File: src/rtl/uart_tx_arbiter.sv
// Round-robin sharing of one UART transmitter and its baud generator between NUM_REQ byte sources.
// Optional BUSY watchdog (err pulse after TIMEOUT_CYCLES) is built when UART_ARB_TIMEOUT_EN is defined.
module uart_tx_arbiter #(
  parameter int unsigned NUM_REQ        = 4,
  parameter int unsigned SETTLE_CYCLES  = 16,
  parameter logic [1:0]  DEFAULT_SEL    = 2'b01,
  parameter int unsigned TIMEOUT_CYCLES = 65535
) (
  input  logic                 clk,
  input  logic                 reset,
  input  logic [NUM_REQ-1:0]   req,
  input  logic [8*NUM_REQ-1:0] req_data,
  input  logic [2*NUM_REQ-1:0] req_sel,
  output logic [NUM_REQ-1:0]   gnt,
  output logic [1:0]           sel,
  output logic [7:0]           tx_data,
  output logic                 tx_start,
  input  logic                 tx_busy,
  input  logic                 tx_done,
  output logic [2:0]           owner,
  output logic                 arb_busy,
  output logic                 err
);
  localparam int IW = $clog2(NUM_REQ);
  localparam int SW = $clog2(SETTLE_CYCLES + 1);

  if (NUM_REQ < 2 || NUM_REQ > 8 || SETTLE_CYCLES < 1 || TIMEOUT_CYCLES < 1) begin : g_bad_param
    $error("uart_tx_arbiter: parameter out of range");
  end

  typedef enum logic [1:0] {IDLE, SETTLE, START, BUSY} state_t;

  state_t                  state;
  logic [IW-1:0]           ptr;
  logic [SW-1:0]           scnt;
  logic [NUM_REQ-1:0][7:0] dat_a;
  logic [NUM_REQ-1:0][1:0] sel_a;

  assign dat_a = req_data;
  assign sel_a = req_sel;

  // Rotate so bit 0 is the requester just after ptr; lowest set bit wins.
  logic [2*NUM_REQ-1:0] rot2;
  logic [IW:0]          sum;
  logic [IW-1:0]        win;

  always_comb begin
    rot2 = {req, req} >> ({1'b0, ptr} + (IW+1)'(1));
    sum  = '0;
    win  = '0;
    for (int j = NUM_REQ - 1; j >= 0; j--) begin
      if (rot2[j]) begin
        sum = {1'b0, ptr} + (IW+1)'(j) + (IW+1)'(1);
        if (sum >= (IW+1)'(NUM_REQ)) sum = sum - (IW+1)'(NUM_REQ);
        win = sum[IW-1:0];
      end
    end
  end

`ifdef UART_ARB_TIMEOUT_EN
  localparam int TW = $clog2(TIMEOUT_CYCLES + 1);
  logic [TW-1:0] tcnt;
`else
  assign err = 1'b0;
`endif

  always_ff @(posedge clk) begin
    if (!reset) begin
      state    <= IDLE;
      sel      <= DEFAULT_SEL;
      gnt      <= '0;
      tx_start <= 1'b0;
      tx_data  <= '0;
      owner    <= '0;
      arb_busy <= 1'b0;
      ptr      <= IW'(NUM_REQ - 1);
      scnt     <= '0;
`ifdef UART_ARB_TIMEOUT_EN
      err      <= 1'b0;
      tcnt     <= '0;
`endif
    end else begin
      gnt      <= '0;
      tx_start <= 1'b0;
`ifdef UART_ARB_TIMEOUT_EN
      err      <= 1'b0;
`endif
      case (state)
        IDLE: begin
          if (|req) begin
            gnt      <= NUM_REQ'(1) << win;
            tx_data  <= dat_a[win];
            owner    <= 3'(win);
            ptr      <= win;
            arb_busy <= 1'b1;
            // The baud generator may only be retuned here, while the transmitter is idle.
            if (sel_a[win] == sel) begin
              state <= START;
            end else begin
              sel   <= sel_a[win];
              scnt  <= SW'(SETTLE_CYCLES);
              state <= SETTLE;
            end
          end
        end
        SETTLE: begin
          scnt <= scnt - SW'(1);
          if (scnt <= SW'(1)) state <= START;
        end
        START: begin
          if (!tx_busy) begin
            tx_start <= 1'b1;
            state    <= BUSY;
`ifdef UART_ARB_TIMEOUT_EN
            tcnt     <= '0;
`endif
          end
        end
        BUSY: begin
          if (tx_done) begin
            state    <= IDLE;
            arb_busy <= 1'b0;
          end
`ifdef UART_ARB_TIMEOUT_EN
          else if (tcnt == TW'(TIMEOUT_CYCLES - 1)) begin
            err      <= 1'b1;
            state    <= IDLE;
            arb_busy <= 1'b0;
          end else begin
            tcnt <= tcnt + TW'(1);
          end
`endif
        end
        default: begin
          state    <= IDLE;
          arb_busy <= 1'b0;
        end
      endcase
    end
  end

endmodule

File: config.mk
export PLATFORM = sky130hd
export DESIGN_NAME = uart_tx_arbiter
export DESIGN_NICKNAME = d
export VERILOG_FILES = /design/src/rtl/uart_tx_arbiter.sv
export SDC_FILE = /design/constraint.sdc
export NUM_CORES = 1
export LEC_CHECK = 0
export CORE_UTILIZATION = 41
export DETAILED_ROUTE_END_ITERATION = 7
export PLACE_DENSITY_LB_ADDON = 0.25
export SYNTH_ARGS = -nofsm -noshare
export SYNTH_HDL_FRONTEND = slang
export SYNTH_SLANG_ARGS = --single-unit
File: constraint.sdc
create_clock -name clk -period 2.85 [get_ports clk]
set_clock_uncertainty 0.15 [all_clocks]
set_input_delay 0.285 -clock clk [delete_from_list [all_inputs] [get_ports clk]]
set_output_delay 0.285 -clock clk [all_outputs]
set_load 0.1 [all_outputs]
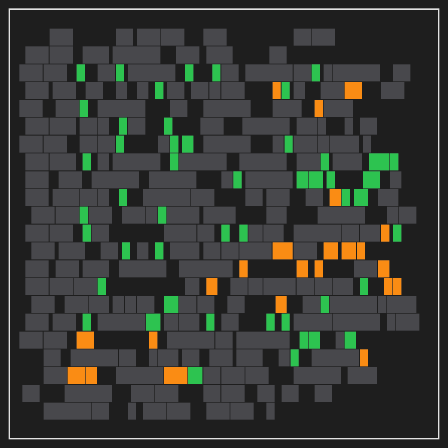
**Above:** run 1 (selected gate families).
Key: nand cells = green [cells 49, most used nand2_1]; nor cells = orange [cells 23, most used nor2_1]

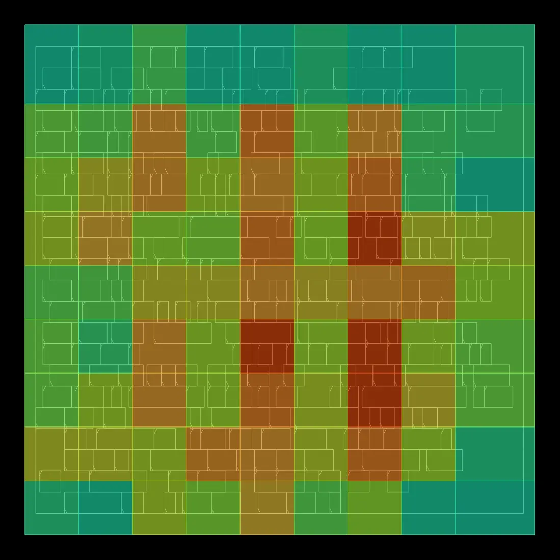
**Above:** run 1 (routing congestion map).
global routing's busiest layer: met2
DR WL/cell: 12.76 um
met2 Usage GRT: 0.3905
met3 Use GR: 0.05556
Tot GR Track Use: 0.2078

==> results_slide.txt, run 1 <==
Synthesis and Place & Route Summary

STA
  • Final period utilization: 0.9502
  • Hold_ws: a little over 300 ps
  • Final Hold Fails: 0
  • Final Critical Period: approximately 2700 ps
  • Setup TNS: 0 ps

Floorplanning
  • Initial core utilization: 0.4395
  • Io pins: ~70
  • Core Rows: 22
  • Die ar.: about 4300 um^2

Pwr
  • Maximum VDD drop: 506.8 uV

Critical path
  • CP Launch Type: primary input
  • Critical path required time: 2890 ps
  • Crit-path max FO: 5
  • Critical path arrival: 2750 ps

Global routing
  • Initial antenna violation count: 0

Drt
  • Residual DRC: 0
  • TritonRoute pass-1 iters: 4
  • Post-route ant nets: 0

Clock tree
  • Clock slew at reported path FFs: approximately 100 ps
  • Clock Sinks: 27

Synth
  • Cell taking the most area after synthesis: dfxtp_1
  • Mean Syn Cell Area: between 8 and 9 um^2
  • Dominant cell by count in the synthesized netlist: nand2_1
  • Synth unique cells: about 47
  • Synth async-reset ratio: 0
  • Flops after synth: 27
  • Syn Inst Count: between 150 and 200
  • Post-synth seq share: 0.3285

Worst hold path
  • Hold Path End: tx_data[1]
  • Hold_sp: tx_data[1]
  • Worst min-delay path class: flip-flop to flip-flop
  • Hold depth: 2

Cells and area
  • Finished Layout Cells: 319
  • Post-route cell area: about 2400 um^2
  • Largest register by flop count: tx_data
  • Share of cells above drive strength 1: 0.1845
  • Syn-to-layout area delta: 48.75%

Place
  • Routability cong.: between 0.8 and 0.9
  • # placed instances: ~310

Run status
  • Status: completed
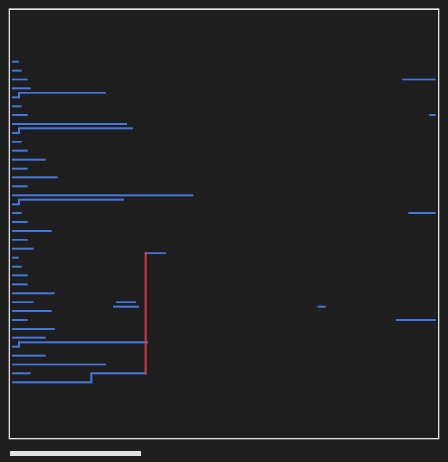
**Above:** run 1 (routed metal, one colour a layer).
The bar under the picture is 20 um long. Only two layers are drawn.
Key: metal 4 = red [wire length 18.4 um]; metal 3 = blue [wire length 262 um]
Routed WL: 4069 um
total number of vias: 1653

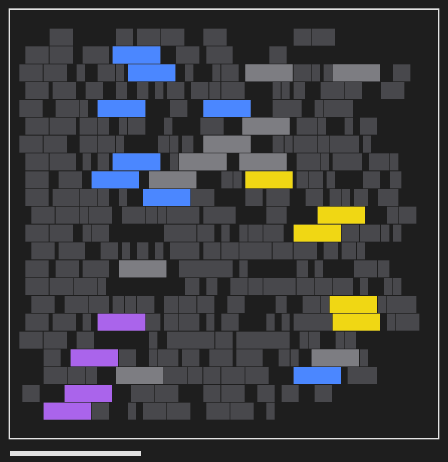
**Above:** run 1 (where the registers sit).
The bar under the picture is 20 um long.
Key: `tx_data` = blue [sequential cells 8]; `scnt` = yellow [sequential cells 5, where east]; `gnt` = purple [sequential cells 4, where south-west]

==> run 1: routing by layer <==
metal | share of wire | GRT usage
met1 | 0.43 | 0.2346
met2 | 0.51 | 0.3905
met3 | 0.064 | 0.05556
met4 | 0.0044 | 0.03261
met5 | 0 | 0
==> run 1: critical path: stages <==
cell and delay [ps]:
clkdlybuf4s50_1 470, nor2_1 160, nor3_2 70, a211oi_4 320, mux4_2 620, mux2i_2 210, or4_1 530, o31ai_1 80
==> run 1: final cells by class <==
class | count | area, um^2
flip-flops and latches | 27 | 540.5
multi-input cells | 152 | 1050
well taps | 48 | 60.06
inverters | 8 | 30.03
clock inverters | 1 | 7.507
fillers | 330 | 1296
clock buffers | 3 | 41.29
repair buffers | 80 | 718.2
==> run 1: report_power, final <==
| group | internal [mW] | leakage (nW) | switching (mW) | total (mW) |
|---|---|---|---|---|
| clock | 0.0991 | 0.0217 | 0.125 | 0.224 |
| combinational | 0.594 | 0.749 | 1.13 | 1.73 |
| sequential | 0.506 | 0.223 | 0.113 | 0.619 |
==> run 1: cells in the final DEF (no fill, tap or decap), types with 8 or more instances in the layout <==
cell / instances
nor2_1: 10
a21oi_1: 14
buf_4: 33
o211ai_1: 8
clkdlybuf4s50_1: 47
dfxtp_1: 27
nand2_1: 38
mux2i_1: 9
inv_1: 8
==> run 1: logic make-up (layout without fill, tap and decap cells) <==
group,after synthesis,count (layout),share of synthesized area
buffers and inverters,20,92,0.05019
other,1,2,0.002279
XOR/XNOR,2,2,0.01065
adder cells (fa/ha/maj),6,6,0.04563
flip-flops,27,27,0.3285
AND-OR/OR-AND,43,43,0.1856
multiplexers,21,21,0.1490
AND/OR/NAND/NOR,78,78,0.2282
==> run 1: what timing repair did <==
action,in CTS,in global routing
gates resized,0,5
hold buffers,0,0
buffers inserted,0,1
endpoints found under the setup margin,0,3
==> run 2: changes to the inputs <==
Settings changed: MAX_ROUTING_LAYER from default to met4.
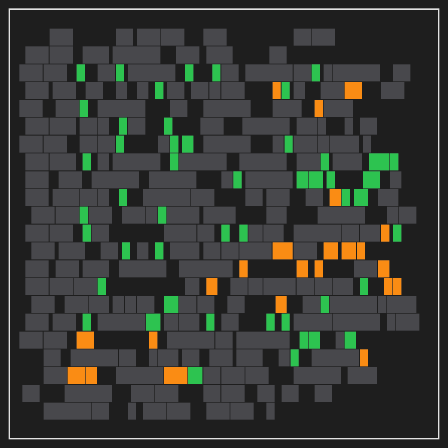
**Above:** run 2 (selected gate families).
Key: nand cells = green [cells 49, most used nand2_1]; nor cells = orange [cells 23, most used nor2_1]

==> results_slide.txt, run 2 <==
Synthesis and Place & Route Summary

Drt
  • Total number of vias: 1651
  • DR WL/cell: between 10 and 15 um
  • Post-route ant nets: 0
  • Residual DRC: 0
  • TritonRoute pass-1 iters: 4
  • Routed WL: approximately 4100 um

Synth
  • Cell taking the most area after synthesis: dfxtp_1
  • Mux cell area share: 0.1490
  • Post-Synth AOI/OAI Area: 0.1856
  • Top non-seq family: simple AND/OR/NAND/NOR gates
  • Dominant cell by count in the synthesized netlist: nand2_1
  • Post-synth seq share: 0.3285
  • Synth async-reset ratio: 0
  • Synth unique cells: about 47
  • Syn Inst Count: around 200
  • XOR Share, Synth: 0.01065
  • Yosys adder share: 0.04563

STA
  • Final period utilization: 0.9488
  • Hold_ws: 311.2 ps
  • Final Critical Period: 2704 ps
  • Setup TNS: 0 ps

Clock tree
  • Clock slew at reported path FFs: roughly 100 ps
  • Clock Sinks: 27

Cells and area
  • Fillers: approximately 330
  • Syn-to-layout area delta: 48.75%
  • Finished Layout Cells: roughly 320
  • Share of cells above drive strength 1: 0.1845

Floorplanning
  • Initial core utilization: 0.4395
  • Core Rows: 22

Critical path
  • Crit-path max FO: 5
  • Critical path required time: 2890 ps
  • CP Launch Type: primary input
  • Critical path arrival: 2740 ps

Pwr
  • Logic pwr share: 0.672
  • Internal power: 1.199 mW
  • Sw Share: 0.5335
  • Clock Power Share: 0.088
  • Maximum VDD drop: 506.7 uV

Global routing
  • Initial antenna violation count: 0
  • Tot GR Track Use: 0.2134

Run status
  • Status: completed

Place
  • # placed instances: 314
-- run 2: cell counts after synthesis --
No cell type changed its count.
-- run 2: final timing paths --
kind / to / start / slack, ps
max: scnt[1] / req[3] / 150
min: tx_data[1] / tx_data[1] / 310
max reg2reg: scnt[1] / ptr[0] / 290
min reg2reg: tx_data[1] / tx_data[1] / 310
-- run 2: worst max-delay path, cell delays in order --
cell	delay, ps
clkdlybuf4s50_1	470
nor2_1	160
nor3_2	70
a211oi_4	320
mux4_2	620
mux2i_2	210
or4_1	530
o31ai_1	70
-- run 2: kinds of logic after synthesis --
logic type / after synthesis
compound gates: 43
xor+xnor: 2
simple gates: 78
buf+inv: 20
mux: 21
fa+ha+maj: 6
other cells: 1
flops: 27
-- run 2: cell type report --
| type | count | area [um^2] | share of cell area |
|---|---|---|---|
| multi-input cells | 152 | 1050 | 0.4289 |
| repair buffers | 80 | 718.2 | 0.2935 |
| inverters | 8 | 30.03 | 0.01227 |
| well taps | 48 | 60.06 | 0.02454 |
| clock inverters | 1 | 7.507 | 0.003067 |
| clock buffers | 3 | 41.29 | 0.01687 |
| flip-flops and latches | 27 | 540.5 | 0.2209 |
-- run 2: timing repair --
action	4_1_cts	5_1_grt
gates resized	0	5
setup endpoints to repair	0	3
buffers inserted	0	1
hold endpoints to repair	0	0
-- run 2: metal layers --
metal,track usage,vias to the layer above,wire length (um)
met5,-,-,0
met4,0.03261,0,19
met3,0.04514,2,208
met2,0.3892,43,2030
met1,0.2420,748,1802
li1,-,858,-
-- run 2: power groups by stage --
stage | sequential [mW] | clock (mW) | combinational (mW)
final | 0.618 | 0.225 | 1.73
after global routing | 0.639 | 0.247 | 1.86
after CTS | 0.615 | 0.224 | 1.70
after detailed placement | 0.622 | 0 | 1.70
after global placement | 0.623 | 0 | 1.68
after floorplan | 1.15 | 0 | 0.731
==> run 3: changes to the inputs <==
Settings changed: SLEW_MARGIN from default to 30.
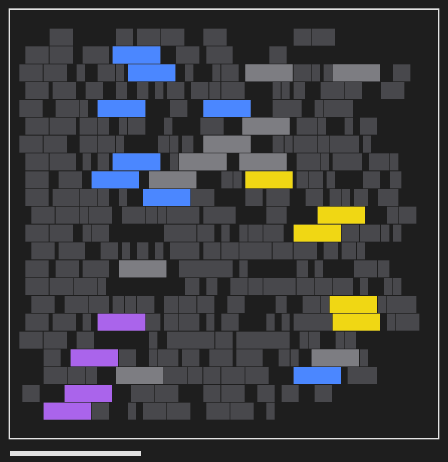
**Above:** run 3 (where the registers sit).
The bar under the picture is 20 um long.
Key: `scnt` = yellow [sequential cells 5, where east]; `gnt` = purple [sequential cells 4, where south-west]; `tx_data` = blue [sequential cells 8]

==> results_slide.txt, run 3 <==
Synthesis and Place & Route Summary

Run status
  • Status: completed

Synth
  • Flops after synth: 27
  • Synth unique cells: roughly 47
  • Post-Synth AOI/OAI Area: 0.1856
  • Top non-seq family: simple AND/OR/NAND/NOR gates
  • Dominant cell by count in the synthesized netlist: nand2_1

STA
  • Final period utilization: 0.9488
  • Setup TNS: 0 ps
  • Final Critical Period: between 2000 and 3000 ps

Drt
  • Metal3 WL: 208 um
  • Total number of vias: roughly 1.7k
  • Met1 Wirelength: roughly 1800 um
  • Post-route ant nets: 0

Floorplanning
  • Die ar.: around 4300 um^2
  • Initial core utilization: 0.4395

Critical path
  • Crit-path max FO: 5
  • RR Startpoint: ptr[0]
  • Reg2Reg Setup Slack: between 200 and 300 ps

Cells and area
  • Register area: ~540 um^2
  • Most numerous logic cell after layout: clkdlybuf4s50_1

Global routing
  • Initial antenna violation count: 0
==> run 3: cell type report <==
class,count,area share
tap,48,0.02454
multi-input combinational,152,0.4289
sequential,27,0.2209
inverter,8,0.01227
clock inverter,1,0.003067
timing repair buffer,80,0.2935
clock buffer,3,0.01687
==> run 3: power by group <==
part | total [mW] | switching [mW] | internal, mW
Combinational | 1.73 | 1.13 | 0.594
Sequential | 0.618 | 0.112 | 0.506
Clock | 0.225 | 0.126 | 0.0991
Total | 2.57 | 1.37 | 1.20
==> run 3: routing by layer <==
metal | global-route usage | up-vias
li1 | - | 858
met1 | 0.2420 | 748
met2 | 0.3892 | 43
met3 | 0.04514 | 2
met4 | 0.03261 | 0
met5 | - | -
==> run 3: through the flow <==
stage / hold WS, ps / cells / area, um^2
floorplan: 210.8 / 199 / 1649
global placement: 292.7 / 314 / 2374
detailed placement: 298.7 / 314 / 2374
CTS: 312.6 / 318 / 2422
global route: 338.1 / 319 / 2447
finish: 311.2 / 319 / 2447
==> run 3: worst max-delay path by stage <==
| stage | startpoint | endpoint | cells past startpoint |
|---|---|---|---|
| after CTS | req[3] | scnt[3] | 8 |
| after global routing | req[3] | scnt[1] | 8 |
| after detailed placement | req[3] | scnt[3] | 8 |
| after floorplan | ptr[0] | scnt[3] | 7 |
| after global placement | req[3] | scnt[2] | 8 |
| final | req[3] | scnt[1] | 8 |
==> run 3: timing repair <==
item                       4_1_cts  5_1_grt
setup endpoints to repair        0        3
gates resized                    0        5
setup buffers                    0        1
hold endpoints to repair         0        0
==> run 3: worst max-delay path, cell delays in order <==
cell and delay [ps]:
clkdlybuf4s50_1 470, nor2_1 160, nor3_2 70, a211oi_4 320, mux4_2 620, mux2i_2 210, or4_1 530, o31ai_1 70
Power and IR drop assume default switching activity.
